`src/rtl/seq_det_scheduler_if.sv`:
```
// Bundle of requester, grant, result and detector-side signals for the
// shared sequence-detector scheduler.
interface seq_det_scheduler_if #(
  parameter int NREQ    = 4,
  parameter int ID_W    = 2,
  parameter int FRAME_W = 16,
  parameter int CNT_W   = 5
);
  logic [NREQ-1:0]         req;
  logic [NREQ*FRAME_W-1:0] frame_data;
  logic [NREQ-1:0]         gnt;
  logic                    busy;
  logic                    det_rst_n;
  logic                    det_din;
  logic                    det_flag;
  logic                    done;
  logic [ID_W-1:0]         done_id;
  logic [CNT_W-1:0]        hit_cnt;

  // Environment side: requesters plus the shared detector.
  modport master (
    output req, frame_data, det_flag,
    input  gnt, busy, det_rst_n, det_din, done, done_id, hit_cnt
  );

  // Scheduler side.
  modport slave (
    input  req, frame_data, det_flag,
    output gnt, busy, det_rst_n, det_din, done, done_id, hit_cnt
  );
endinterface

```
`src/rtl/seq_det_scheduler.sv`:
```
// Round-robin scheduler sharing one 10101010 Moore detector among NREQ
// requesters: clears the detector, shifts one frame in MSB-first, counts
// flag cycles and reports the hit count with the requester id.
//
// state    | meaning
// ---------+------------------------------------------------------------
// S_IDLE   | waiting for a request; detector released, din low
// S_CLEAR  | one-cycle grant pulse, detector held in clear
// S_SHIFT  | FRAME_W cycles driving frame bits MSB-first into the detector
// S_DRAIN  | two cycles covering the detector din-to-flag latency
// S_REPORT | one-cycle done pulse with id and hit count
module seq_det_scheduler #(
  parameter int NREQ    = 4,
  parameter int ID_W    = 2,
  parameter int FRAME_W = 16,
  parameter int CNT_W   = 5
) (
  input logic                clk,
  input logic                rst,
  seq_det_scheduler_if.slave bus
);

  localparam int TMR_W = (FRAME_W > 2) ? $clog2(FRAME_W) : 1;
  localparam logic [CNT_W-1:0] CNT_MAX = '1;

  typedef enum logic [2:0] {
    S_IDLE   = 3'd0,
    S_CLEAR  = 3'd1,
    S_SHIFT  = 3'd2,
    S_DRAIN  = 3'd3,
    S_REPORT = 3'd4
  } state_t;

  state_t             state_q, state_d;
  logic [ID_W-1:0]    last_q, win_q;
  logic [FRAME_W-1:0] shreg_q;
  logic [TMR_W-1:0]   tmr_q;
  logic [CNT_W-1:0]   cnt_q, cnt_d;

  logic [ID_W-1:0]    pick, cand;
  logic               found;
  logic               accept;

  logic [NREQ-1:0]    gnt_q, gnt_d;
  logic               busy_q, busy_d;
  logic               det_rst_n_q, det_rst_n_d;
  logic               det_din_q, det_din_d;
  logic               done_q, done_d;
  logic [ID_W-1:0]    done_id_q, done_id_d;
  logic [CNT_W-1:0]   hit_cnt_q, hit_cnt_d;

  // Round-robin winner: first set request after the last served one.
  always_comb begin
    pick  = last_q;
    cand  = last_q;
    found = 1'b0;
    for (int off = 1; off <= NREQ; off++) begin
      cand = ID_W'((int'(last_q) + off) % NREQ);
      if (!found && bus.req[cand]) begin
        pick  = cand;
        found = 1'b1;
      end
    end
  end

  assign accept = (state_q == S_IDLE) && found;

  // State register.
  always_ff @(posedge clk or negedge rst) begin
    if (!rst) state_q <= S_IDLE;
    else      state_q <= state_d;
  end

  // Next-state logic; the timer is a down-counter reused by SHIFT and DRAIN.
  always_comb begin
    state_d = state_q;
    case (state_q)
      S_IDLE:   if (accept) state_d = S_CLEAR;
      S_CLEAR:  state_d = S_SHIFT;
      S_SHIFT:  if (tmr_q == '0) state_d = S_DRAIN;
      S_DRAIN:  if (tmr_q == '0) state_d = S_REPORT;
      S_REPORT: state_d = S_IDLE;
      default:  state_d = S_IDLE;
    endcase
  end

  // Saturating hit counter; flags only count while the frame is in flight.
  always_comb begin
    cnt_d = cnt_q;
    if (accept)
      cnt_d = '0;
    else if ((state_q == S_SHIFT || state_q == S_DRAIN) && bus.det_flag && cnt_q != CNT_MAX)
      cnt_d = cnt_q + CNT_W'(1);
  end

  // Frame capture, pointer update, timer and shift register.
  always_ff @(posedge clk or negedge rst) begin
    if (!rst) begin
      shreg_q <= '0;
      last_q  <= ID_W'(NREQ - 1);
      win_q   <= '0;
      tmr_q   <= '0;
      cnt_q   <= '0;
    end else begin
      cnt_q <= cnt_d;
      case (state_q)
        S_IDLE: if (accept) begin
          shreg_q <= bus.frame_data[int'(pick)*FRAME_W +: FRAME_W];
          last_q  <= pick;
          win_q   <= pick;
        end
        S_CLEAR: tmr_q <= TMR_W'(FRAME_W - 1);
        S_SHIFT: tmr_q <= (tmr_q == '0) ? TMR_W'(1) : tmr_q - TMR_W'(1);
        S_DRAIN: tmr_q <= tmr_q - TMR_W'(1);
        default: ;
      endcase
      if (state_d == S_SHIFT) shreg_q <= shreg_q << 1;
    end
  end

  // Output decode from the next state so every output leaves a flop.
  always_comb begin
    gnt_d       = '0;
    busy_d      = (state_d != S_IDLE);
    det_rst_n_d = (state_d != S_CLEAR);
    det_din_d   = (state_d == S_SHIFT) ? shreg_q[FRAME_W-1] : 1'b0;
    done_d      = (state_d == S_REPORT);
    done_id_d   = done_id_q;
    hit_cnt_d   = hit_cnt_q;
    if (state_d == S_CLEAR) gnt_d = NREQ'(1) << pick;
    if (state_d == S_REPORT) begin
      done_id_d = win_q;
      hit_cnt_d = cnt_d;
    end
  end

  // Output registers; reset holds the detector cleared.
  always_ff @(posedge clk or negedge rst) begin
    if (!rst) begin
      gnt_q       <= '0;
      busy_q      <= 1'b0;
      det_rst_n_q <= 1'b0;
      det_din_q   <= 1'b0;
      done_q      <= 1'b0;
      done_id_q   <= '0;
      hit_cnt_q   <= '0;
    end else begin
      gnt_q       <= gnt_d;
      busy_q      <= busy_d;
      det_rst_n_q <= det_rst_n_d;
      det_din_q   <= det_din_d;
      done_q      <= done_d;
      done_id_q   <= done_id_d;
      hit_cnt_q   <= hit_cnt_d;
    end
  end

  assign bus.gnt       = gnt_q;
  assign bus.busy      = busy_q;
  assign bus.det_rst_n = det_rst_n_q;
  assign bus.det_din   = det_din_q;
  assign bus.done      = done_q;
  assign bus.done_id   = done_id_q;
  assign bus.hit_cnt   = hit_cnt_q;

endmodule

```
`src/flat_wrapper.sv`:
```
// flat-port wrapper written by rule: the top's interface ports become plain ports
module seq_det_scheduler_flat 
#(
  parameter int NREQ    = 4,
  parameter int ID_W    = 2,
  parameter int FRAME_W = 16,
  parameter int CNT_W   = 5
)
  (clk, rst, bus_req, bus_frame_data, bus_det_flag, bus_gnt, bus_busy, bus_det_rst_n, bus_det_din, bus_done, bus_done_id, bus_hit_cnt);
  seq_det_scheduler_if #(.NREQ(NREQ), .ID_W(ID_W), .FRAME_W(FRAME_W), .CNT_W(CNT_W)) bus_i ();
  input logic clk;
  input logic rst;
  input wire logic [$bits(bus_i.req)-1:0] bus_req;
  input wire logic [$bits(bus_i.frame_data)-1:0] bus_frame_data;
  input wire logic [$bits(bus_i.det_flag)-1:0] bus_det_flag;
  output wire logic [$bits(bus_i.gnt)-1:0] bus_gnt;
  output wire logic [$bits(bus_i.busy)-1:0] bus_busy;
  output wire logic [$bits(bus_i.det_rst_n)-1:0] bus_det_rst_n;
  output wire logic [$bits(bus_i.det_din)-1:0] bus_det_din;
  output wire logic [$bits(bus_i.done)-1:0] bus_done;
  output wire logic [$bits(bus_i.done_id)-1:0] bus_done_id;
  output wire logic [$bits(bus_i.hit_cnt)-1:0] bus_hit_cnt;
  assign bus_i.req = bus_req;
  assign bus_i.frame_data = bus_frame_data;
  assign bus_i.det_flag = bus_det_flag;
  assign bus_gnt = bus_i.gnt;
  assign bus_busy = bus_i.busy;
  assign bus_det_rst_n = bus_i.det_rst_n;
  assign bus_det_din = bus_i.det_din;
  assign bus_done = bus_i.done;
  assign bus_done_id = bus_i.done_id;
  assign bus_hit_cnt = bus_i.hit_cnt;
  seq_det_scheduler #(.NREQ(NREQ), .ID_W(ID_W), .FRAME_W(FRAME_W), .CNT_W(CNT_W)) u_core (.clk(clk), .rst(rst), .bus(bus_i));
endmodule
```
`config.mk`:
```
export PLATFORM = sky130hd
export DESIGN_NAME = seq_det_scheduler_flat
export DESIGN_NICKNAME = d
export VERILOG_FILES = /design/src/rtl/seq_det_scheduler_if.sv /design/src/rtl/seq_det_scheduler.sv /design/src/flat_wrapper.sv
export SDC_FILE = /design/constraint.sdc
export NUM_CORES = 1
export LEC_CHECK = 0
export CORE_MARGIN = 8
export CORE_UTILIZATION = 45
export CTS_CLUSTER_DIAMETER = 30
export CTS_CLUSTER_SIZE = 20
export DETAILED_ROUTE_END_ITERATION = 10
export PLACE_DENSITY = 0.78
export RECOVER_POWER = 100
export SETUP_SLACK_MARGIN = 0.05
export SLEW_MARGIN = 5
export SYNTH_ARGS = -nofsm -noshare
export SYNTH_HDL_FRONTEND = slang
export SYNTH_SLANG_ARGS = --single-unit
```
`constraint.sdc`:
```
create_clock -name clk -period 2.9 [get_ports clk]
set_input_delay 0.58 -clock clk [delete_from_list [all_inputs] [get_ports clk]]
set_output_delay 0.58 -clock clk [all_outputs]
set_load 0.01 [all_outputs]
```
**Run 1: sequential cells grouped by signal name**

Scale: 4 px per µm. Other sequential cells in the stronger gray, the rest of the logic in the fainter gray.
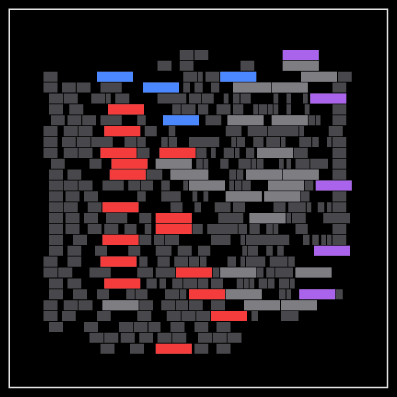
[u_core.bus.hit_cnt] purple | placed flops: 5
[u_core.shreg_q] red | placed flops: 16
[u_core.bus.gnt] blue | placed flops: 4 | where: top middle
sequential power: 1.12 mW
sequential share of cell area: 0.322
flip-flop and latch area: 0.00118 mm²
final standard cell utilization of the core: 0.618

**Run 1: routing congestion map**

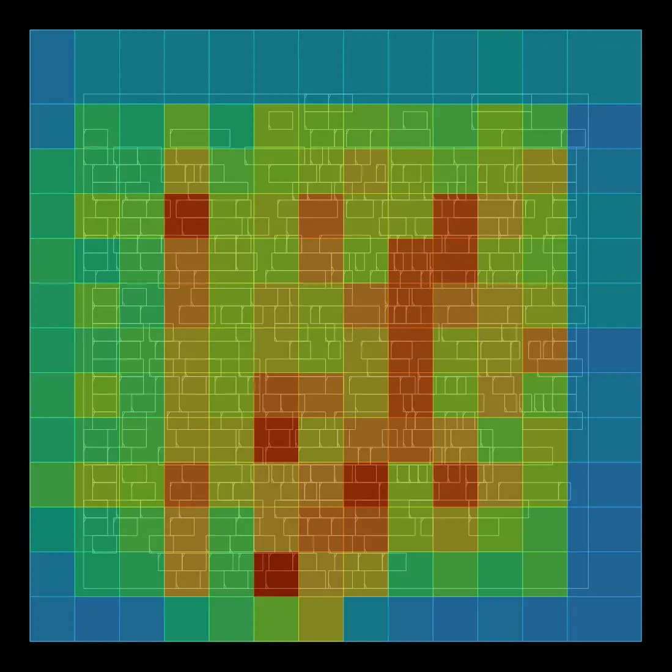
overall fraction of global-route tracks in use: 0.152
GRT met1 Usage: 0.185
GR met2 Demand/Resource: 0.250

**Run 1: metal 3**

Scale: 4 px per µm. Cells faint in the background.
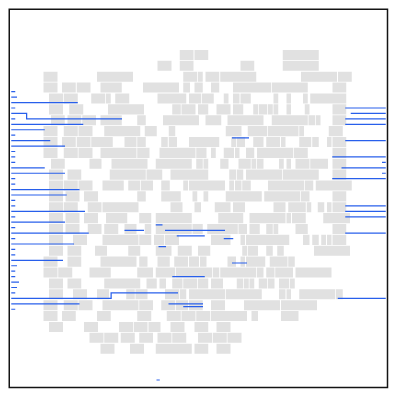
main direction: horizontal
longest straight run: 24.8 µm
nets with wire on the layer: 63
wire length on this layer: 498 µm
share of all routed wire: 7.7%
post-detailed-routing wire length: 6.44 mm
total vias in the final route: 2149

[run 1: where the power goes]
part	leakage (nW)	internal, mW	switching (mW)	total, mW
Clock	0.0581	0.257	0.222	0.479
Sequential	0.582	0.919	0.202	1.12
Combinational	1.03	0.771	0.836	1.61
[run 1: placed cells by master (no fill, tap or decap), types with 6 or more instances in the layout]
cell type	instances
inv_1	6
dfrtp_1	45
and3_1	7
and3_2	6
dlygate4sd3_1	16
o21ai_0	9
clkdlybuf4s50_1	68
nor2_1	14
mux2i_1	33
o221ai_2	6
nand2_1	17
o221ai_1	9
a21oi_2	9
a21oi_1	14
[run 1: critical path: stages]
cell	delay, ns
dlygate4sd3_1	0.63
nor4_1	0.12
nor4_1	0.39
buf_4	0.25
nand4_4	0.27
o221ai_1	0.29
==> results.ini, run 1 <==
[outcome]
outcome=finished clean

[timing]
setup_violations=0
fin_crit_sh=0.807

[final_layout]
final_area_mm2=0.00366
number_of_flip_flops_under_the_largest_register_name=16
area_growth_from_synthesis_to_final_layout_pct=33.1
largest_cell_class=multi-input combinational cells

[routing]
route.detailed.wl_per_inst_um=16.1
dr.first_iter.drc_count=65
met2_wirelength_mm=3.12
wirelength_met1_mm=2.74

[critical_path]
critical_path_peak_fanout=16
critical_path.reg2reg.startpoint=u_core.tmr_q[0]$_DFFE_PN0P_
timing.critical_path.from=bus_req[1]
r2r_end=u_core.shreg_q[5]$_DFFE_PN0P_

[grt]
overflow=0

[yosys]
mappedNetlistArea_mm2=0.00275
yosys-dominant-comb-family=AND-OR/OR-AND gates

[floorplanning]
chip_height_um=94.2

[placed_design]
post-dp-hpwl_mm=4.92

[run]
count_of_warning_messages_emitted_by_the_tools=27

**Run 1: wiring by layer**

Scale: 4 px per µm. Two of the layers only.
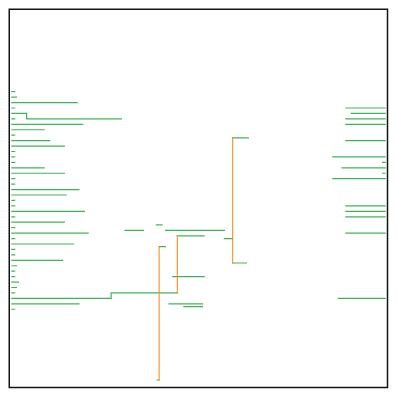

==> run 2: changes to the inputs <==
- CORE_UTILIZATION: 45 -> 42
- PLACE_DENSITY: 0.78 -> 0.76
- clock period: 2.9 -> 2.15 ns (I/O delays scaled with it)
**Run 2: wiring by layer**

Scale: 4 px per µm. Two of the layers only.
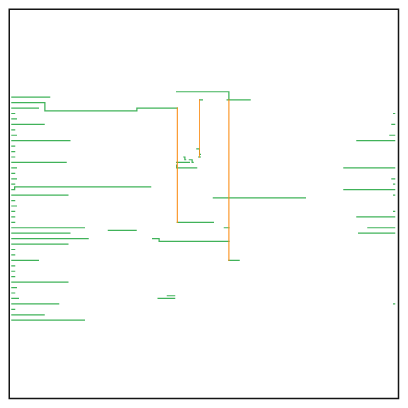
[met3] green | wire length: 458 µm
[met4] orange | wire length: 83.0 µm
wire per inst: 15.9 µm
overall fraction of global-route tracks in use: 0.140
total vias in the final route: 2259
post-detailed-routing wire length: 6.64 mm

**Run 2: metal 1**

Scale: 6 px per µm. Supply wires on this layer in gray. Cells faint in the background.
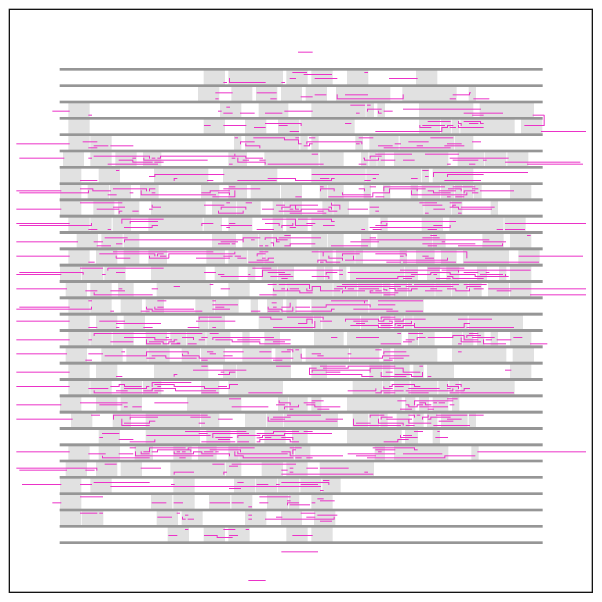
longest straight run: 35.0 µm
main direction: horizontal
wire length on this layer: 2880 µm
nets with wire on the layer: 377
GRT met1 Usage: 0.165

==> run 2 against run 1 <==
Global-route usage down 1.2 points. Core utilization fell by 2.6 points. Combinational power increased by 46%. Clock skew increased by 0.0017 ns. Sequential cell count is the same. Synthesized cell count is the same. First-iteration DRC count is 37% higher. Power rose by 38%. Area after synthesis stayed put. Setup slack worse by 0.40 ns. Critical path depth is 1 higher. Critical path type unchanged. Critical endpoint is now u_core.shreg_q[15]$_DFFE_PN0P_. Largest power group unchanged.
==> results.ini, run 2 <==
[power]
net_switching_power_mw=1.70
seq-power_mw=1.50
power_clock_mw=0.575
cellInternalPower_mw=2.72
clock_power_share=0.130
portion_of_total_power_attributed_to_sequential_cells=0.338
combinationalPowerShare=0.532
switching_share=0.385
power.combinational.total_mw=2.35

[critical_path]
crit_cells=7
worst_path_largest_cell_delay_ns=0.50
r2r_end=u_core.bus.hit_cnt[2]$_DFFE_PN0P_
critical_path_peak_fanout=16
reg2reg_setup_slack_ns=0.17
critical_path.reg2reg.startpoint=u_core.cnt_q[0]$_DFF_PN0_
timing.critical_path.max_delay_family=buffers and inverters
critical-path-slowest-cell=clkdlybuf4s50_1
timing.critical_path.from=bus_req[3]
critical_path.n_buffers_inverters=3
worstPathCellList=clkdlybuf4s50_1 > nor4_1 > nor4_2 > clkbuf_2 > nand4_4 > buf_4 > o221ai_1

[timing]
clock_skew_ns=0.00698
setup_violations=0
fin_crit_sh=0.924

[yosys]
yosys-dominant-comb-family=AND-OR/OR-AND gates
post-synth-top-area-fraction=0.409
ys.flops=47
synth.top_cells.by_area=dfrtp_1 41%, mux2i_1 12%, o221ai_2 4.9%, and3_4 3.7%, a21oi_2 2.9%
ys_cells=243
mappedNetlistArea_mm2=0.00275
ys_seq_frac=0.428
avgSynthCellArea_um2=11.3

[grt]
overflow=0

[routing]
dr.first_iter.drc_count=89

[placed_design]
placedCellCount=408

[final_layout]
final_core_utilization=0.592
final_area_mm2=0.00376
number_of_flip_flops_under_the_largest_register_name=16
seq_area_mm2=0.00118
lay_top_count=clkdlybuf4s50_1
final_cell_mix=69 x clkdlybuf4s50_1, 45 x dfrtp_1, 33 x mux2i_1
area_growth_from_synthesis_to_final_layout_pct=36.7
regMostFlops=u_core.shreg_q
final_net_count=415

[floorplanning]
core_footprint_mm2=0.00635
chip_height_um=96.9

[clock_tree]
htree_levels=2
number_of_clock_buffers_inserted_by_tritoncts=5
library_cell_used_as_clock_root_buffer=clkbuf_8

[outcome]
outcome=finished clean

[run]
count_of_warning_messages_emitted_by_the_tools=27

**Run 2: metal 3**

Scale: 4 px per µm. Cells faint in the background.
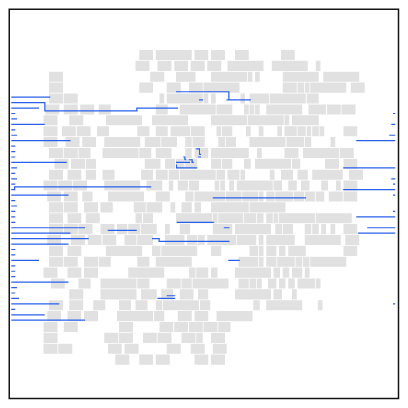
share of all routed wire: 6.9%
nets with wire on the layer: 66
main direction: horizontal
longest straight run: 34.0 µm
GRT met3 Usage: 0.0505

-- run 2: cell types whose count changed in the layout (fill, tap and decap cells not counted), moves of 2 or more --
cell	change
o221ai_2	-6
buf_4	+13
clkbuf_8	+2
and3_1	-6
clkbuf_1	+3
and3_4	+6
o221ai_1	+6
-- run 2: per-layer routing --
metal	vias up	global-route usage	part of all wire
met5	-	0	0
met4	0	0.0391	0.012
met3	8	0.0505	0.069
met2	81	0.232	0.49
met1	1076	0.165	0.43
li1	1094	-	-
-- run 2: layout make-up --
| type | instances | area share |
|---|---|---|
| inverters | 7 | 0.00699 |
| flip-flops and latches | 47 | 0.313 |
| well taps | 77 | 0.0256 |
| clock buffers | 8 | 0.0266 |
| multi-input cells | 175 | 0.361 |
| repair buffers | 104 | 0.266 |
Power and IR drop assume default switching activity.
